### config.mk
export PLATFORM = sky130hd
export DESIGN_NAME = seg7_scan_ctrl
export DESIGN_NICKNAME = d
export VERILOG_FILES = /design/src/rtl/seg7_scan_ctrl.sv
export SDC_FILE = /design/constraint.sdc
export NUM_CORES = 1
export LEC_CHECK = 0
export ABC_AREA = 1
export CORE_ASPECT_RATIO = 0.6
export CORE_UTILIZATION = 61
export CTS_BUF_LIST = sky130_fd_sc_hd__clkbuf_4
export CTS_CLUSTER_SIZE = 30
export DETAILED_ROUTE_END_ITERATION = 12
export PLACE_DENSITY = 0.93
export SETUP_SLACK_MARGIN = 0.02
export SKIP_LAST_GASP = 1
export SLEW_MARGIN = 20
export SYNTH_ARGS = -nofsm -noshare
export SYNTH_HDL_FRONTEND = slang
export SYNTH_SLANG_ARGS = --single-unit
### constraint.sdc
create_clock -name clk -period 4.2 [get_ports clk]
set_input_delay 0.63 -clock clk [delete_from_list [all_inputs] [get_ports clk]]
set_output_delay 0.63 -clock clk [all_outputs]
set_load 0.01 [all_outputs]
### src/rtl/seg7_scan_ctrl.sv
// seg7_scan_ctrl: four-digit multiplexed 7-segment scanner, tear-free updates.
// Optional macro SEG7_LEADING_ZERO_BLANK_EN blanks leading zeros on digits 3..1.
module seg7_scan_ctrl #(
  parameter int DIV          = 10,
  parameter int BLANK_CYCLES = 2
) (
  input  logic        clk,
  input  logic        rst,
  input  logic        enable,
  input  logic        load,
  input  logic [15:0] digits,
  output logic [3:0]  an,
  output logic [6:0]  seg7,
  output logic        frame_done
);

  localparam int MAXC = (DIV > BLANK_CYCLES) ? DIV : BLANK_CYCLES;
  localparam int CW   = (MAXC > 1) ? $clog2(MAXC) : 1;

  localparam logic [CW-1:0] DIV_END = CW'(DIV - 1);
  localparam logic [CW-1:0] BLK_END = CW'(BLANK_CYCLES - 1);

  localparam logic [3:0] AN_OFF  = 4'b1111;
  localparam logic [6:0] SEG_OFF = 7'b1111111;

  typedef enum logic [1:0] {
    IDLE,
    BLANK,
    ON
  } state_t;

  state_t          state;
  logic [1:0]      idx;
  logic [CW-1:0]   cnt;
  logic [15:0]     display;
  logic [15:0]     pending;
  logic            pend_valid;

  logic            blank_done;
  logic            on_done;
  logic            boundary;
  logic            commit;
  logic [3:0]      nib;
  logic            lz;

  function automatic logic [6:0] hex7(input logic [3:0] n);
    logic [6:0] s;
    s = SEG_OFF;
    unique case (n)
      4'h0: s = 7'b0000001;
      4'h1: s = 7'b1001111;
      4'h2: s = 7'b0010010;
      4'h3: s = 7'b0000110;
      4'h4: s = 7'b1001100;
      4'h5: s = 7'b0100100;
      4'h6: s = 7'b0100000;
      4'h7: s = 7'b0001111;
      4'h8: s = 7'b0000000;
      4'h9: s = 7'b0000100;
      4'hA: s = 7'b0001000;
      4'hB: s = 7'b1100000;
      4'hC: s = 7'b0110001;
      4'hD: s = 7'b1000010;
      4'hE: s = 7'b0110000;
      4'hF: s = 7'b0111000;
    endcase
    return s;
  endfunction

  // Phase-end and frame-boundary detection; commits only at safe points.
  always_comb begin
    blank_done = (state == BLANK) && (cnt == BLK_END);
    on_done    = (state == ON) && (cnt == DIV_END);
    boundary   = on_done && (idx == 2'd3);
    commit     = pend_valid &&
                 ((enable && boundary) || (state == IDLE));
  end

  // Select the nibble of the digit about to be lit.
  always_comb begin
    nib = 4'h0;
    unique case (idx)
      2'd0: nib = display[3:0];
      2'd1: nib = display[7:4];
      2'd2: nib = display[11:8];
      2'd3: nib = display[15:12];
    endcase
  end

  // Leading-zero suppression for digits 3..1; digit0 always shows.
  always_comb begin
    lz = 1'b0;
`ifdef SEG7_LEADING_ZERO_BLANK_EN
    unique case (idx)
      2'd3: lz = (display[15:12] == 4'h0);
      2'd2: lz = (display[15:8] == 8'h00);
      2'd1: lz = (display[15:4] == 12'h000);
      2'd0: lz = 1'b0;
    endcase
`endif
  end

  // Double buffer: pending captures loads, display changes only on commit.
  always_ff @(posedge clk) begin
    if (rst) begin
      display    <= 16'h0000;
      pending    <= 16'h0000;
      pend_valid <= 1'b0;
    end else begin
      if (commit) begin
        display <= pending;
      end
      if (load) begin
        pending    <= digits;
        pend_valid <= 1'b1;
      end else if (commit) begin
        pend_valid <= 1'b0;
      end
    end
  end

  // Scan FSM with registered anode/segment/frame outputs.
  always_ff @(posedge clk) begin
    if (rst) begin
      state      <= IDLE;
      idx        <= 2'd0;
      cnt        <= '0;
      an         <= AN_OFF;
      seg7       <= SEG_OFF;
      frame_done <= 1'b0;
    end else if (!enable) begin
      state      <= IDLE;
      idx        <= 2'd0;
      cnt        <= '0;
      an         <= AN_OFF;
      seg7       <= SEG_OFF;
      frame_done <= 1'b0;
    end else begin
      frame_done <= 1'b0;
      unique case (state)
        IDLE: begin
          state <= BLANK;
          idx   <= 2'd0;
          cnt   <= '0;
          an    <= AN_OFF;
          seg7  <= SEG_OFF;
        end
        BLANK: begin
          if (blank_done) begin
            state <= ON;
            cnt   <= '0;
            an    <= ~(4'b0001 << idx);
            seg7  <= lz ? SEG_OFF : hex7(nib);
          end else begin
            cnt <= cnt + 1'b1;
          end
        end
        ON: begin
          if (on_done) begin
            state      <= BLANK;
            cnt        <= '0;
            idx        <= idx + 2'd1;
            an         <= AN_OFF;
            seg7       <= SEG_OFF;
            frame_done <= (idx == 2'd3);
          end else begin
            cnt <= cnt + 1'b1;
          end
        end
        default: begin
          state <= IDLE;
          idx   <= 2'd0;
          cnt   <= '0;
          an    <= AN_OFF;
          seg7  <= SEG_OFF;
        end
      endcase
    end
  end

endmodule

Gate families picked out:
The bar under the picture is 20 um long.
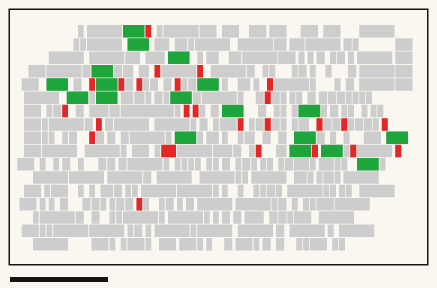
red -> inv cells  # cells 25, most used inv_1
green -> fa/ha/maj cells  # cells 18, most used ha_1
Final Non-Filler Cells: 416
combinational fraction of the cell area: 44.68%

Layout detail:
The bar under the picture is 5 um long. Window x 33 to 53, y 26 to 46 um. Cells in grey, sequential cells in the stronger grey; small squares are vias.
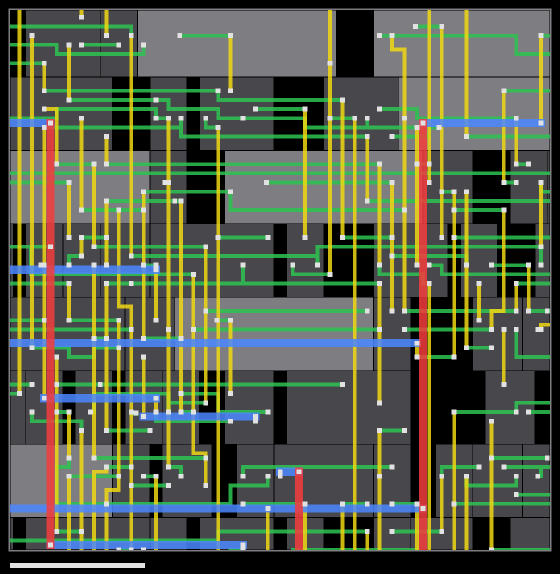
blue -> M3
red -> M4
yellow -> M2
green -> M1
netlist names of flops here include = an (3), idx (2)
most frequent = dfxtp_1 (7)
cells with their middle in the window = 43
sequential cells in the window = 7

## metrics by stage
stage	setup slack (ns)	total power [mW]	hold slack [ns]	instances	cell area [um2]
5_1_grt	1.626	1.134	0.5212	416	2918
3_3_place_gp	1.684	0.7744	0.4511	408	2833
3_5_place_dp	1.550	0.7830	0.4603	408	2833
2_1_floorplan	2.248	0.7240	0.4334	339	2536
6_report	1.878	1.082	0.4929	416	2918
4_1_cts	1.895	1.078	0.4922	416	2918
## area by class of cell
cell class                      instances  area [um2]
Tap cell                               47       58.81
Clock inverter                          3       47.55
Timing Repair Buffer                   31       310.3
Multi-Input combinational cell        252        1304
Inverter                               25       98.84
Clock buffer                            5       37.54
Sequential cell                        53        1061
Fill cell                             301       910.9
## state kept, by name (all words and copies together), names as in the netlist
name / count
display: 16
pending: 16
seg7: 7
an: 4
cnt: 4
idx: 2
state: 2
frame_done: 1
pend_valid: 1
## critical path, stage by stage, from the launching register on
cell     delay (ns)
dfxtp_1        0.42
inv_1          0.10
ha_1           0.28
nand2_1        0.14
nand2_1        0.10
o22ai_1        0.38
inv_1          0.13
ha_1           0.29
nand3_1        0.08
nand2_1        0.07
nand2_1        0.06
nand3_1        0.08
nand2_1        0.07
nand2_1        0.04
## logic make-up after synthesis
family / count (synthesis)
xor+xnor: 2
buf+inv: 34
simple gates: 173
fa+ha+maj: 18
flops: 53
compound gates: 59
## layout by cell type, fill, tap and decap left out, types with 4 or more instances in the layout
| cell | n |
|---|---|
| inv_2 | 5 |
| clkbuf_4 | 5 |
| o21ai_0 | 35 |
| a21oi_1 | 15 |
| nor2_1 | 79 |
| ha_1 | 18 |
| clkdlybuf4s50_1 | 31 |
| nand3_1 | 22 |
| inv_1 | 18 |
| dfxtp_1 | 53 |
| o211ai_1 | 4 |
| nand2_1 | 60 |
## worst max-delay path by stage
stage / start / end / slack (ns)
CTS: idx[1] / seg7[3] / 1.90
floorplan: idx[0] / seg7[3] / 2.25
global placement: rst / an[1] / 1.68
detailed placement: rst / cnt[0] / 1.55
global route: idx[0] / seg7[3] / 1.63
finish: idx[1] / seg7[3] / 1.88
## power breakdown
part / switching (mW) / internal [mW] / total (mW) / leakage (nW)
sequential: 0.0201 / 0.537 / 0.557 / 0.436
clock: 0.173 / 0.130 / 0.303 / 0.0462
combinational: 0.137 / 0.0860 / 0.223 / 0.785
total: 0.330 / 0.752 / 1.08 / 1.27
## routing by layer
layer  share of wire [%]  up-vias  track usage, %
met5                   0        -               0
met4                 1.5        0           9.322
met3                 6.2       11           6.032
met2                  43       78           44.49
met1                  49     1050           38.39
li1                    -     1153               -
==> reports/summary.rpt <==
RUN STATUS
------------------------------------------------------------------------------
Status .......................................................... finished clean

CLOCKING
------------------------------------------------------------------------------
# Post-CTS Setup Buffers ........................................            0
Clock-pin transition on the worst setup and hold timing paths ...      0.14 ns
CTS buffer count ................................................            5
Root buffer cell ................................................     clkbuf_4
Gates resized, CTS repair .......................................            0
H-tree lvl count ................................................            2
Clock Latency Late Sink .........................................      0.39 ns

HOLD PATH
------------------------------------------------------------------------------
Hold worst-path end .............................................      seg7[3]
Hold Path Class ................................................. register to register
Number of stages on the worst hold path .........................            2
Hold path startpoint ............................................      seg7[3]

ROUTING
------------------------------------------------------------------------------
Routed wire length per instance .................................     13.57 um
Number of vias in the routed layout .............................         2292
Final WL ........................................................     5.645 mm
Number of antenna-violating nets in the routed design ...........            0
Routed via count divided by cell count ..........................        5.510
Number of DRC violations after detailed routing .................            0

SYNTH
------------------------------------------------------------------------------
Adder-cell area share of the yosys netlist ......................       8.880%
Main flop type after synthesis ..................................      dfxtp_1
Mux share of post-synthesis cell area ...........................           0%
Most area-hungry cell type in the Yosys netlist .................      dfxtp_1
Post-synthesis instance area ....................................     2536 um2
Post-Syn Area per Cell ..........................................    7.481 um2
Post-synthesis compound-gate area fraction ......................       12.33%
Synthesized-area fraction occupied by and/or/nand/nor cells .....       29.50%
Flip-flop and latch count after synthesis .......................           53
Register share after synthesis ..................................       41.84%
Largest cells by area after synthesis ........................... dfxtp_1 42%, nor2_1 12%, ha_1 8.9%
Area share of the leading cell type in the synthesized netlist ..       41.84%
Top post-synthesis cells by count ............................... 79 x nor2_1, 60 x nand2_1, 53 x dfxtp_1
Synth Area in XOR/XNOR ..........................................      0.6907%
Fraction of registers with async set/reset ......................           0%
Gate count after technology mapping .............................          339
Number of standard cells reported by yosys ......................          339
Number of enable-type register cells in the synthesized netlist .            0
Synthesis warning total .........................................            0
Synthesized netlist net count ...................................          377
Yosys synthesis chip area .......................................     2536 um2

FINAL TIMING
------------------------------------------------------------------------------
Final tally of max-slew violations ..............................            0
Highest clock frequency the design can meet .....................    430.7 MHz
Post-Route Skew .................................................   0.01648 ns
Final count of negative-setup-slack endpoints ...................            0
Fin. Hold Viols .................................................            0
Setup repair after global routing missed its margin .............           no
Final Cycle Share ...............................................       55.28%
Relative max-transition margin ..................................       50.90%
Post-layout minimum cycle time ..................................     2.322 ns
Total negative slack ............................................         0 ns

DIE
------------------------------------------------------------------------------
Vertical die dimension ..........................................     51.95 um
Boundary Pins ...................................................           32
CORE AREA .......................................................     3829 um2
Placement Rows ..................................................           17
Overall die area ................................................     4428 um2
Width of the die ................................................     85.25 um

CRITICAL PATH
------------------------------------------------------------------------------
Type of the worst setup path .................................... register to register
Data arrival, critical path .....................................      2.61 ns
Worst reg2reg endpoint ..........................................      seg7[3]
Critical path endpoint category .................................     register
Worst flop-to-flop path startpoint ..............................       idx[1]
Worst-path fanout max ...........................................            6
Flop2flop setup slack ...........................................      1.88 ns

GRT
------------------------------------------------------------------------------
Global-route wire length before repair ..........................     9.473 mm
Congestion Overflow GR ..........................................            0
All-Layer GR Usage ..............................................       28.05%
Antenna violations before repair ................................            0
Number of global-route vias before repair .......................         2083

CELLS AND AREA
------------------------------------------------------------------------------
Relative area change from synthesis to final layout .............       15.05%
Final Util ......................................................       76.21%
Ratio of cells with drive above 1 in the final layout ...........       6.775%
Number of antenna repair diodes .................................            0

POWER AND IR DROP
------------------------------------------------------------------------------
IR drop worst, VDD ..............................................  0.0002913 V
Power per cell area ............................................. 371.0 nW/um2

PLACEMENT
------------------------------------------------------------------------------
Port buffer count ...............................................           31
HPWL after detailed placement ...................................     4.078 mm

FLOW RUN
------------------------------------------------------------------------------
Count of warning messages emitted by the tools ..................           39
Number of max-capacitance violations reported ...................            0

Power figures rest on the tool's default switching activity, not on a simulated workload.
